run_1/ff_map.png
The bar under the picture is 10 um long. Other sequential cells in the stronger gray, the rest of the logic in the fainter gray.
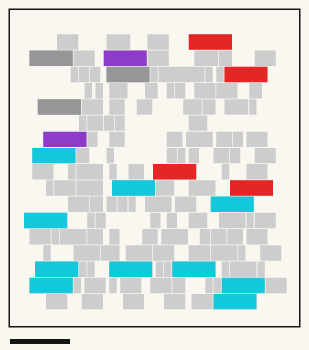
run_1/placed.png
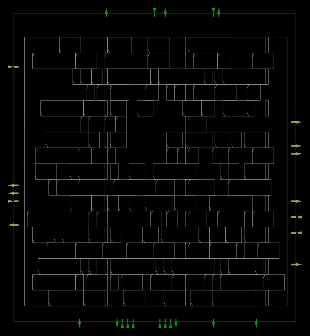
run_1/util_map.png
The die is cut into 10 by 11 equal tiles; white is low, dark blue is high, 0 to 100% covered.
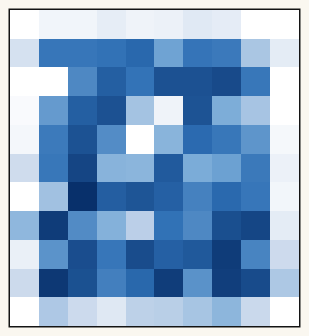
Design tow_cpu_presser, sky130hd; sources not shown.
==> impl_metrics.toml, run 1 <==
# yosys + openroad results
[run]
warning_count = 26
drv.max_cap_violation_count = 0

[clock_network]
clk_transition_reported_paths_ns = 0.12
insertion_delay_ns = 0.30
root_buffer = "sky130_fd_sc_hd__clkbuf_4"
cts.repair_timing.setup_buffer_count = 0
h_tree_depth = 1
tritoncts.num_buffers = 3
cts_tree = "done"
postCtsResizedCells = 0

[worst_setup_path]
slowest_stage = "sky130_fd_sc_hd__clkdlybuf4s50_1"
crit_path_max_fanout = 4
timing.reg2reg.worst_path_depth = 8
critical_path_arrival_ns = 2.28
cp_num_buf_inv = 1
cp_top_family = "AND-OR/OR-AND gates"
critical_path_endpoint_category = "register"
timing.critical_path.required_ns = 2.65
timing_worst_setup_path_type = "primary input to register"
critical_path.max_stage_delay_ns = 0.44
critical_path_depth = 8

[logic_synthesis]
yosys_cells = 107
total_of_flip_flops_plus_latches_after_synthesis = 19
most_common_cell = "sky130_fd_sc_hd__dfxtp_1"
post_synth_instance_area_um2 = 976
synth_warnings = 0
yosys-stat-area_um2 = 976
synth_top_flop_cell = "sky130_fd_sc_hd__dfxtp_1"
enable_flop_cells = 0
top_area_cell = "sky130_fd_sc_hd__dfxtp_1"
synth.top_cells.by_area = "sky130_fd_sc_hd__dfxtp_1 39%, sky130_fd_sc_hd__ha_1 13%, sky130_fd_sc_hd__nor2_1 4.6%, sky130_fd_sc_hd__inv_1 4.2%, sky130_fd_sc_hd__nand3_1 3.6%"
ys_seq_share_pct = 39.0
synth.distinct_cells = 36
top_cell_area_share_pct = 39.0
post_synth_inst_count = 107
fp_nets = 129

[pwr]
p_comb_share_pct = 18.2
clk-power_w = 0.000149
internal-power_w = 0.000419
comb-power_w = 0.000103
cellPowerDensity_nw_per_um2 = 433
total_power_w = 0.000566
clkPwrFrac_pct = 26.4
power-top-group = "registers"
peakVddDrop_uv = 286
swShare_pct = 26.1
power_frac_seq_pct = 55.4

[final_timing]
finalCritPeriodShare_pct = 85.9
slew_viol_final = 0
period_minus_slack_ns = 2.24
worstMarginPinSlew_ns = 0.508
report.final.hold_viol_count = 0
maxSlewHeadroom_pct = 65.9
fmax_mhz = 446
fin_tns_setup_ns = 0

[cells_and_area]
flow.area_growth_from_synthesis_pct = 34.1
max_reg_flops = 10
nNetsFinal = 161
finished_layout_cell_area_um2 = 1310
antenna_cells_inserted = 0

[route]
count_of_tritonroute_iterations_in_the_first_routing_pass = 4
drt-total-wl_um = 1890
drcViolationCount = 0
m1WireLength_um = 938
via_count = 815
routed.top_layer = "met4"

[floorplan]
boundaryPins = 28
die_h_um = 53.0
die.size.x_um = 48.4
floorplan.die_area_um2 = 2560

[global_route]
grtUsageMet2_pct = 29.9
grt_pass1_wl_um = 3420
grt_met1_use_pct = 20.9
grt_use_met3_pct = 3.11
gr-usage-all-layers_pct = 17.2

[status]
run_status = "completed"

[place]
place.detailed.instances = 162
detailedPlacementHpwl_um = 1510
placement.io_buffers = 27
pre_cts_ws_ns = 0.0487
dpl-instance-area_um2 = 1280

[hold_path]
worstHoldPathType = "register to register"
About ff_map.png:
- `press_count`: red (flops 4)
- `u_lfsr.q`: cyan (flops 10)
- `state_q`: purple (flops 2)
- not colored: 3
Seq area share: 29.1%
post-route core utilization: 62.8%
Seq group: 0.000313 W

About placed.png:
layout filler cell count: 201
row cnt: 17
non-filler cells, final: 166
seq_cells: 19

About util_map.png:
- nearly empty tiles: 10%
- fullest tile: 100%
- mean over tiles: 50%
- tiles over 75% full: 28%
share of the core filled by cells before placement: 46.8%
Core ar.: 2080 um2

run 1: cells by family (layout without fill, tap and decap cells):
| family | after synthesis | after routing | share of synthesized area, % |
|---|---|---|---|
| fa+ha+maj | 10 | 10 | 12.8 |
| simple gates | 37 | 37 | 20.8 |
| buf+inv | 15 | 46 | 5.77 |
| mux | 2 | 2 | 2.31 |
| xor+xnor | 1 | 1 | 0.898 |
| compound gates | 23 | 23 | 18.5 |
| flops | 19 | 19 | 39.0 |
run 1: layout make-up:
| cell class | instances | area [um2] | area share, % |
|---|---|---|---|
| Tap cell | 28 | 35.0 | 2.68 |
| Timing Repair Buffer | 27 | 270 | 20.7 |
| Sequential cell | 19 | 380 | 29.1 |
| Multi-Input combinational cell | 73 | 539 | 41.2 |
| Buffer | 3 | 11.3 | 0.860 |
| Inverter | 12 | 45.0 | 3.44 |
| Clock inverter | 1 | 5.00 | 0.382 |
| Clock buffer | 3 | 22.5 | 1.72 |
run 1: placed cells by master (no fill, tap or decap), types with 2 or more instances in the layout:
cell                              instances
sky130_fd_sc_hd__o21ai_1                  2
sky130_fd_sc_hd__clkdlybuf4s50_1         27
sky130_fd_sc_hd__clkbuf_4                 3
sky130_fd_sc_hd__a21oi_1                  4
sky130_fd_sc_hd__mux2_1                   2
sky130_fd_sc_hd__a21o_1                   4
sky130_fd_sc_hd__clkbuf_1                 2
sky130_fd_sc_hd__nand2_1                  4
sky130_fd_sc_hd__nand3b_1                 2
sky130_fd_sc_hd__nor3_1                   2
sky130_fd_sc_hd__nand3_1                  7
sky130_fd_sc_hd__dfxtp_1                 19
sky130_fd_sc_hd__nor2_1                  12
sky130_fd_sc_hd__inv_1                   11
sky130_fd_sc_hd__nor2b_1                  4
sky130_fd_sc_hd__ha_1                    10
--- run 2 (diff from run 1) ---
- RECOVER_POWER: unset -> 25
run_2/class_map.png
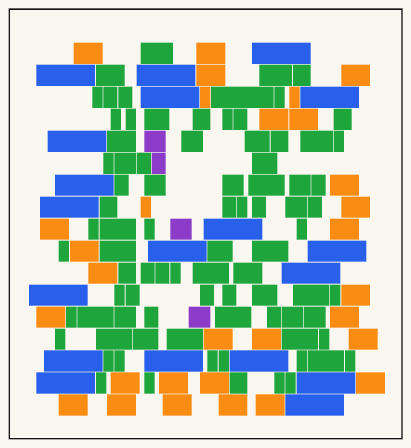
- clock drivers and dummy loads: purple (cells 4; share of their area 2.2%)
- registers: blue (cells 19; share of their area 30%)
- remaining buffers and delay cells: orange (cells 30; share of their area 22%)
- remaining logic cells: green (cells 85; share of their area 46%)
finished layout cell area: 1310 um2

==> run 2 against run 1 <==
Effect of this change:
- synthesized cell count did not move
- global-route usage did not move
- final cell count did not move
- routed wire length fell by 0.11%
- design area did not move
- sequential share of layout area did not move
- register-to-register slack barely moved
- count of clock-buffer cells in the layout did not move
- first-iteration DRC count did not move
- die size did not move
- largest cell class unchanged
- highest routed layer unchanged
==> impl_metrics.toml, run 2 <==
# yosys + openroad results
[status]
run_status = "completed"

[logic_synthesis]
synth_top_flop_cell = "sky130_fd_sc_hd__dfxtp_1"
enable_flop_cells = 0
most_common_cell = "sky130_fd_sc_hd__dfxtp_1"
synthSimpleGateAreaFrac_pct = 20.8
ys_seq_share_pct = 39.0
synth_warnings = 0
top_area_cell = "sky130_fd_sc_hd__dfxtp_1"
synth.cellmix.adderShare_pct = 12.8
synth.top_cells.by_area = "sky130_fd_sc_hd__dfxtp_1 39%, sky130_fd_sc_hd__ha_1 13%, sky130_fd_sc_hd__nor2_1 4.6%, sky130_fd_sc_hd__inv_1 4.2%, sky130_fd_sc_hd__nand3_1 3.6%"
aoi_share_pct = 18.5
top_logic_kind = "simple AND/OR/NAND/NOR gates"
synth.cellmix.xorXnorShare_pct = 0.897
fp_nets = 129
async_reset_ff_share_pct = 0
post_synth_instance_area_um2 = 976
synth.distinct_cells = 36
yosys_cells = 107
top_cell_area_share_pct = 39.0
post_synth_inst_count = 107

[worst_setup_path]
timing.reg2reg.worst_path_depth = 8
timing.critical_path.required_ns = 2.65
critical_path_depth = 8
cp_top_family = "AND-OR/OR-AND gates"
start_kind = "primary input"
timing_worst_setup_path_type = "primary input to register"
slowest_stage = "sky130_fd_sc_hd__clkdlybuf4s50_1"
critical_path_endpoint_category = "register"
critical_path_arrival_ns = 2.28
path_cells = "clkdlybuf4s50_1, ha_1, and4_1, o21ai_1, a31oi_2, o21a_2, o21a_1, o311a_1"
crit_path_max_fanout = 4

[cells_and_area]
nNetsFinal = 161
max_reg_flops = 10
antenna_cells_inserted = 0
mostFrequentLayoutCells = "19 x sky130_fd_sc_hd__dfxtp_1, 19 x sky130_fd_sc_hd__clkdlybuf4s50_1, 12 x sky130_fd_sc_hd__nor2_1"
final_core_utilization_pct = 62.8

[route]
drt-total-wl_um = 1890
drcViolationCount = 0
count_of_tritonroute_iterations_in_the_first_routing_pass = 4
via_count = 815
avgViaCountPerCell = 4.91

[final_timing]
fin_tns_setup_ns = 0
worstMarginPinSlew_ns = 0.508
finalCritPeriodShare_pct = 85.9
slew_viol_final = 0
period_minus_slack_ns = 2.24
fmax_mhz = 446
report.final.hold_viol_count = 0

[global_route]
grt_use_met3_pct = 3.11
grtUsageMet2_pct = 29.9
grt_met1_use_pct = 20.9

[run]
warning_count = 26

[floorplan]
core_um2 = 2080
floorplan.rows = 17
boundaryPins = 28
die_h_um = 53.0
fp-utilization_pct = 46.8
floorplan.die_area_um2 = 2560

[place]
detailedPlacementHpwl_um = 1510
place.detailed.instances = 162
pre_cts_ws_ns = 0.0487
dpl-instance-area_um2 = 1280
placement.io_buffers = 27

[clock_network]
cts_tree = "done"
postCtsResizedCells = 0
root_buffer = "sky130_fd_sc_hd__clkbuf_4"
clk_transition_reported_paths_ns = 0.12
insertion_delay_ns = 0.30
h_tree_depth = 1
cts-root-to-sink-buffers = 2
tritoncts.num_buffers = 3

[pwr]
peakVddDrop_uv = 285
total_power_w = 0.000564
cellPowerDensity_nw_per_um2 = 431

[hold_path]
worstHoldPathType = "register to register"
run_2/ff_map.png
The bar under the picture is 10 um long. Other sequential cells in the stronger gray, the rest of the logic in the fainter gray.
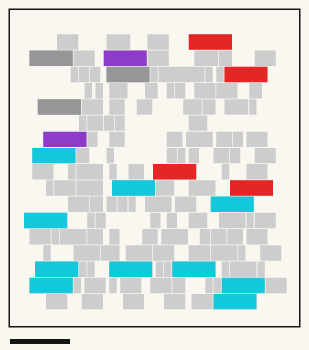
- `press_count`: red (flops 4)
- `state_q`: purple (flops 2)
- `u_lfsr.q`: cyan (flops 10)
area occupied by registers: 380 um2

[run 2: netlist changes by cell type in the layout (fill, tap and decap cells not counted)]
cell                              before  now
sky130_fd_sc_hd__dlygate4sd3_1         0    8
sky130_fd_sc_hd__clkdlybuf4s50_1      27   19
[run 2: power breakdown]
| part | switching (W) | internal (W) | leakage [nW] |
|---|---|---|---|
| registers | 0.0000106 | 0.000303 | 0.155 |
| clock network | 0.0000924 | 0.0000570 | 0.0177 |
| logic | 0.0000444 | 0.0000568 | 0.357 |
| total | 0.000147 | 0.000416 | 0.530 |
[run 2: per-layer routing]
metal,share of wire (%),vias to the layer above
met4,0.90,0
li1,-,439
met5,0,-
met3,3.5,2
met1,50,358
met2,46,16
[run 2: cell type report]
type / count / area [um2]
Fill cell: 201 / 776
Multi-Input combinational cell: 73 / 539
Sequential cell: 19 / 380
Timing Repair Buffer: 27 / 270
Inverter: 12 / 45.0
Tap cell: 28 / 35.0
Clock buffer: 3 / 22.5
Buffer: 3 / 11.3
Clock inverter: 1 / 5.00
[run 2: kinds of logic after synthesis]
family                   count (synthesis)
AND-OR/OR-AND                           23
XOR/XNOR                                 1
adder cells (fa/ha/maj)                 10
buffers and inverters                   15
flip-flops                              19
multiplexers                             2
AND/OR/NAND/NOR                         37
[run 2: worst reg2reg max path: cells and delay by family, from the launching register on]
family,cells,cell delay (ns)
AND-OR/OR-AND,5,0.93
buffers and inverters,1,0.05
flip-flops,1,0.34
AND/OR/NAND/NOR,1,0.20
adder cells (fa/ha/maj),1,0.30
Power is estimated from default activity; no workload was simulated.
